Run 1, cells colored by class:
Scale: 3 px per um.
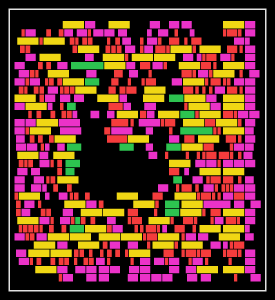
Run 1, placed standard cells:
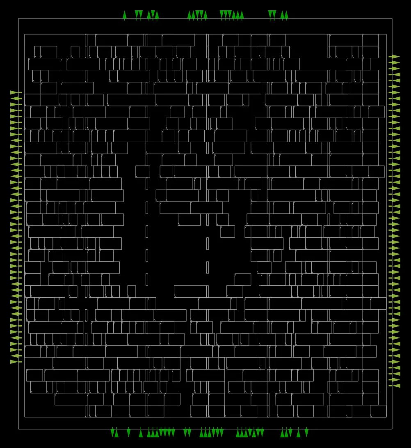
Run 1, metal layers overlaid:
Scale: 4 px per um. Two of the layers only.
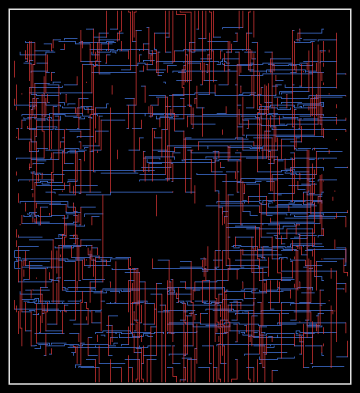
Run 1, the metal 3 layer:
Scale: 4 px per um.
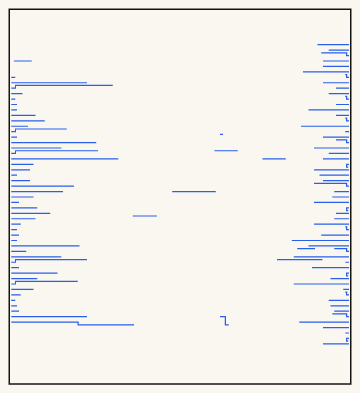
==> config.mk <==
export PLATFORM = sky130hd
export DESIGN_NAME = apb_master_bridge
export DESIGN_NICKNAME = d
export VERILOG_FILES = /design/src/rtl/apb_master_bridge.sv
export SDC_FILE = /design/constraint.sdc
export NUM_CORES = 1
export LEC_CHECK = 0
export CORE_ASPECT_RATIO = 1.1
export CORE_UTILIZATION = 40
export DETAILED_ROUTE_END_ITERATION = 8
export PLACE_DENSITY = 0.8
export SYNTH_ARGS = -nofsm -noshare
export SYNTH_HDL_FRONTEND = slang
export SYNTH_SLANG_ARGS = --single-unit
==> constraint.sdc <==
create_clock -name pclk -period 1.4 [get_ports pclk]
set_input_delay 0.35 -clock pclk [delete_from_list [all_inputs] [get_ports pclk]]
set_output_delay 0.35 -clock pclk [all_outputs]
set_load 0.02 [all_outputs]
==> src/rtl/apb_master_bridge.sv <==
// APB master bridge: converts a level-style request port into an APB
// IDLE -> SETUP -> ACCESS transfer, returning read data and an error pulse.
module apb_master_bridge #(
    parameter int ADDR_WIDTH = 8,
    parameter int DATA_WIDTH = 32
) (
    input  logic                  pclk,
    input  logic                  preset_n,
    input  logic                  trans_i,
    input  logic [ADDR_WIDTH-1:0] addr_i,
    input  logic [DATA_WIDTH-1:0] wdata_i,
    input  logic                  wr_rd_i,
    input  logic                  pready,
    input  logic                  pslverr,
    input  logic [DATA_WIDTH-1:0] prdata,
    output logic                  pselx,
    output logic                  penable,
    output logic                  pwrite,
    output logic [ADDR_WIDTH-1:0] paddr,
    output logic [DATA_WIDTH-1:0] pwdata,
    output logic [DATA_WIDTH-1:0] rdata_o,
    output logic                  trans_err_o
);

    typedef enum logic [1:0] {
        ST_IDLE   = 2'd0,
        ST_SETUP  = 2'd1,
        ST_ACCESS = 2'd2
    } state_t;

    state_t                  state_reg, state_next;
    logic                    pselx_reg, pselx_next;
    logic                    penable_reg, penable_next;
    logic                    pwrite_reg, pwrite_next;
    logic [ADDR_WIDTH-1:0]   paddr_reg, paddr_next;
    logic [DATA_WIDTH-1:0]   pwdata_reg, pwdata_next;
    logic [DATA_WIDTH-1:0]   rdata_reg, rdata_next;
    logic                    err_reg, err_next;

    // State and output registers; reset aborts any transfer in flight.
    always_ff @(posedge pclk) begin
        if (!preset_n) begin
            state_reg   <= ST_IDLE;
            pselx_reg   <= 1'b0;
            penable_reg <= 1'b0;
            pwrite_reg  <= 1'b0;
            paddr_reg   <= '0;
            pwdata_reg  <= '0;
            rdata_reg   <= '0;
            err_reg     <= 1'b0;
        end else begin
            state_reg   <= state_next;
            pselx_reg   <= pselx_next;
            penable_reg <= penable_next;
            pwrite_reg  <= pwrite_next;
            paddr_reg   <= paddr_next;
            pwdata_reg  <= pwdata_next;
            rdata_reg   <= rdata_next;
            err_reg     <= err_next;
        end
    end

    // Next-state logic; APB strobes are derived from the next state so that
    // they come straight out of flops and line up with the state register.
    always_comb begin
        state_next  = state_reg;
        pwrite_next = pwrite_reg;
        paddr_next  = paddr_reg;
        pwdata_next = pwdata_reg;
        rdata_next  = rdata_reg;
        err_next    = 1'b0;

        case (state_reg)
            ST_IDLE: begin
                if (trans_i) begin
                    state_next  = ST_SETUP;
                    pwrite_next = wr_rd_i;
                    paddr_next  = addr_i;
                    pwdata_next = wdata_i;
                end
            end
            ST_SETUP: begin
                state_next = ST_ACCESS;
            end
            ST_ACCESS: begin
                if (pready) begin
                    // Completing edge: capture response, then either chain
                    // straight into the next SETUP or fall back to IDLE.
                    err_next = pslverr;
                    if (!pwrite_reg) begin
                        rdata_next = prdata;
                    end
                    if (trans_i) begin
                        state_next  = ST_SETUP;
                        pwrite_next = wr_rd_i;
                        paddr_next  = addr_i;
                        pwdata_next = wdata_i;
                    end else begin
                        state_next = ST_IDLE;
                    end
                end
            end
            default: begin
                state_next = ST_IDLE;
            end
        endcase

        pselx_next   = (state_next != ST_IDLE);
        penable_next = (state_next == ST_ACCESS);
    end

    assign pselx       = pselx_reg;
    assign penable     = penable_reg;
    assign pwrite      = pwrite_reg;
    assign paddr       = paddr_reg;
    assign pwdata      = pwdata_reg;
    assign rdata_o     = rdata_reg;
    assign trans_err_o = err_reg;

endmodule

==> results.txt, run 1 <==
Numbers from the implementation run.

The initial antenna violation count is 0. The number of post-CTS setup repair buffers is 0. The worst-path maximum fanout is 2. The congestion estimate from routability-driven global placement came to 0.745. The portion of netlist area occupied by mux cells is 0.135. Pins over their slew limit in the final report were tallied at 0. In the layout the tool counted multi-input logic cells amounting to 231. The number of diodes is 0. The logic gate share of total power is 0.166. The path type of the worst setup path is reg2out.

Setup repair after global routing left no endpoint under its margin. The flow ran to the end, and the final reports show no timing, DRC or antenna violations. Looking at the clock tree report, the root buffer type is clkbuf_8. Among all cell types in the netlist, the one instantiated most often is nand2_1.

The number of warnings the tools reported is 26. The placement-stage worst setup slack is -0.427 ns. The maximum operating frequency is 733 MHz. The synthesized design contains 0 enable-type register cells. The placed cell count is 555. The net count of the finished layout is 564. The largest net degree at the start of global routing is 83. The clock-cell share of area is 0.0480. The slew at the pin with the worst max-slew slack is 0.316 ns.

The number of hold buffers added after CTS was 0. The number of sequential storage elements is 78. For reference, the clock transition at the flip-flops on the worst setup and hold paths is 0.08 ns. The synthesized netlist has a Yosys-reported chip area of 3030 um^2.
Back to the opening pictures, 'cells colored by class':
| color | class | cells | share of their area |
|---|---|---|---|
| red | combinational and other logic | 231 | 27% |
| magenta | remaining buffers and delay cells | 166 | 34% |
| yellow | sequential cells | 78 | 33% |
| green | clock drivers and dummy loads | 16 | 4.9% |
Layout Cell Area excl Fill: 4770 um^2
number of rows created at floorplan: 32
core area: 7170 um^2
post-route core utilization: 0.666

Back to the opening pictures, 'placed standard cells':
Filler Cells Inserted: 580
number of well taps: 85
sequential share of cell area: 0.327
Final Instance Count excl. Fillers: 576

Back to the opening pictures, 'metal layers overlaid':
| color | layer | wire length |
|---|---|---|
| blue | metal 1 | 3240 um |
| red | metal 2 | 3400 um |
wirelength, routed: 7420 um
total global routing track utilization: 0.188
post-detailed-route wirelength per cell: 12.9 um
number of vias after detailed routing: 2734

Back to the opening pictures, 'the metal 3 layer':
main direction: horizontal
wire length on this layer: 750 um
fraction of met3 tracks used by global routing: 0.0662

-- run 1: placed cells by master, fill, tap and decap left out --
cell type / count
and2_1: 1
and2b_2: 1
buf_12: 4
buf_2: 2
buf_4: 7
buf_6: 1
bufinv_16: 2
clkbuf_16: 1
clkbuf_2: 11
clkbuf_8: 10
clkdlybuf4s15_1: 44
clkdlybuf4s50_1: 74
clkinv_2: 1
clkinv_4: 1
dfxtp_1: 78
dlygate4sd2_1: 22
inv_6: 2
mux2i_1: 41
nand2_1: 115
nand3_1: 32
nand4_1: 1
nand4bb_2: 1
nor2_1: 1
nor2b_1: 1
nor2b_4: 1
nor3b_4: 1
o21a_1: 2
o21ai_0: 32
o311a_1: 1
-- run 1: power groups by stage --
stage | Clock [mW] | Combinational (mW) | Sequential (mW)
2_1_floorplan | 0 | 0.311 | 2.56
3_3_place_gp | 0 | 0.877 | 2.43
3_5_place_dp | 0 | 0.889 | 2.44
4_1_cts | 1.94 | 0.828 | 2.38
5_1_grt | 2.05 | 0.913 | 2.40
6_report | 1.88 | 0.851 | 2.38
-- run 1: final timing paths --
path,from,to,cells past startpoint
max,rdata_o[26]$_SDFFE_PN0P_,rdata_o[26],1
min,trans_i,pselx$_SDFF_PN0_,2
max reg2reg,state_reg[0]$_SDFF_PN0_,pwdata[2]$_SDFFE_PN0P_,4
min reg2reg,pwdata[21]$_SDFFE_PN0P_,pwdata[21]$_SDFFE_PN0P_,2
-- run 1: routing by layer --
metal | wire, um | GRT usage | part of all wire | vias up
met1 | 3240 | 0.234 | 0.44 | 1208
li1 | - | - | - | 1404
met4 | 31 | 0.0678 | 0.0042 | 0
met2 | 3400 | 0.299 | 0.46 | 118
met3 | 750 | 0.0662 | 0.10 | 4
met5 | 0 | 0 | 0 | -
==> run 1 -> run 2 <==
Settings changed: CTS_CLUSTER_DIAMETER set to 40, GPL_TIMING_DRIVEN set to 0.
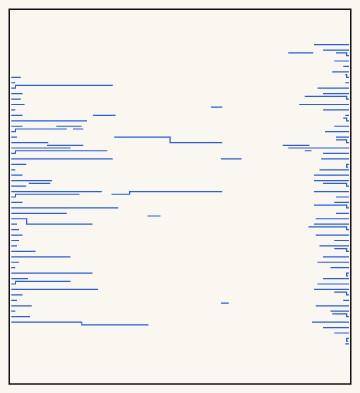
Run 2: the metal 3 layer
Scale: 4 px per um.
longest straight run: 26.4 um
wire length on this layer: 833 um
nets with wire on the layer: 108
wirelength, routed: 8100 um
number of vias after detailed routing: 2879

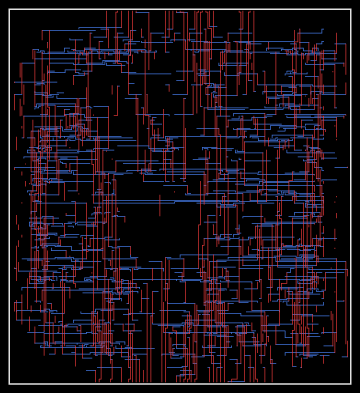
Run 2: metal layers overlaid
Scale: 4 px per um. Two of the layers only.
| color | layer | wire length |
|---|---|---|
| red | metal 2 | 3750 um |
| blue | metal 1 | 3440 um |
post-detailed-route wirelength per cell: 13.7 um
total global routing track utilization: 0.216

==> run 2 against run 1 <==
Hold slack better by 0.0041 ns. Non-clock buffer count is 15 higher. Final cell count is 2.4% higher. Critical path type unchanged.
==> results.txt, run 2 <==
Numbers from the implementation run.

The fraction of met2 tracks used by global routing came to 0.364 (was 0.299). RSZ-0062 raised after global routing: false (unchanged). The number of warnings the tools reported came to 26 (unchanged). The length of routed met2 wiring is 3750 um (was 3400 um).

The most instantiated library cell after synthesis is nand2_1 (unchanged). The number of logic stages on the critical path including buffering is 1 (unchanged). The chip area estimate from yosys synthesis is 3030 um^2 (unchanged). The worst-path maximum fanout was 2 (unchanged). The master cell of the clock root buffer is clkbuf_8 (unchanged).

The quantity of hold-fixing buffers added after cts is 0 (unchanged). The slew at the pin with the worst max-slew slack is 0.461 ns (was 0.316 ns). Outcome: complete, no violations (unchanged). The total count of max-transition violations in the final report came to 0 (unchanged).

The number of non-filler instances in the completed layout was 590 (was 576). The path type of the worst setup path was reg2out (unchanged). The placer's final routability congestion estimate was 0.798 (was 0.745). Dominant logic cell types in the final layout: nand2_1 (115), dfxtp_1 (78), clkdlybuf4s50_1 (75) (was nand2_1 (115), dfxtp_1 (78), clkdlybuf4s50_1 (74)). The met1 routed wirelength after detailed routing is 3440 um (was 3240 um). The core box area was 7170 um^2 (unchanged). The hold path depth came to 3 (was 2). The final non-filler cell area is 4760 um^2 (was 4770 um^2). The placement-stage worst setup slack is -0.382 ns (was -0.427 ns).

The number of diodes was 0 (unchanged). The startpoint of the worst setup timing path is rdata_o[3]$_SDFFE_PN0P_ (was rdata_o[26]$_SDFFE_PN0P_). The maximum operating frequency was 730 MHz (was 733 MHz). The placed cell count came to 575 (was 555). The met1 global-route usage was 0.259 (was 0.234).

The initial antenna violation count was 0 (unchanged).
[run 2: kinds of logic (layout without fill, tap and decap cells)]
group                  count (synthesis)  in the layout  share of synthesized area
buffers and inverters                 29            196                     0.0710
AND/OR/NAND/NOR                      155            155                      0.218
multiplexers                          41             41                      0.135
flip-flops                            78             78                      0.515
AND-OR/OR-AND                         35             35                     0.0611
[run 2: final cells by class]
class / instances / area (um^2) / share of cell area
well taps: 85 / 106 / 0.0224
multi-input cells: 231 / 1260 / 0.264
flip-flops and latches: 78 / 1560 / 0.328
clock buffers: 14 / 163 / 0.0342
plain buffers: 29 / 215 / 0.0452
repair buffers: 152 / 1450 / 0.305
clock inverters: 1 / 5.00 / 0.00105
[run 2: worst min path at each step]
| stage | endpoint | start |
|---|---|---|
| after floorplan | trans_err_o$_SDFF_PN0_ | state_reg[0]$_SDFF_PN0_ |
| after global placement | pwdata[12]$_SDFFE_PN0P_ | pwdata[12]$_SDFFE_PN0P_ |
| after detailed placement | paddr[3]$_SDFFE_PN0P_ | paddr[3]$_SDFFE_PN0P_ |
| after CTS | trans_err_o$_SDFF_PN0_ | pready |
| after global routing | trans_err_o$_SDFF_PN0_ | pready |
| final | trans_err_o$_SDFF_PN0_ | pready |
[run 2: what timing repair did]
action | 4_1_cts | 5_1_grt
setup buffers | 0 | 0
endpoints found under the setup margin | 99 | 54
gates resized | 80 | 62
[run 2: power breakdown]
| part | total [mW] | leakage [nW] | internal [mW] | switching [mW] |
|---|---|---|---|---|
| logic | 0.865 | 1.33 | 0.454 | 0.411 |
| registers | 2.38 | 0.637 | 2.33 | 0.0562 |
| clock network | 1.49 | 0.0865 | 0.732 | 0.757 |
| total | 4.74 | 2.06 | 3.51 | 1.22 |
Power is estimated from default activity; no workload was simulated.
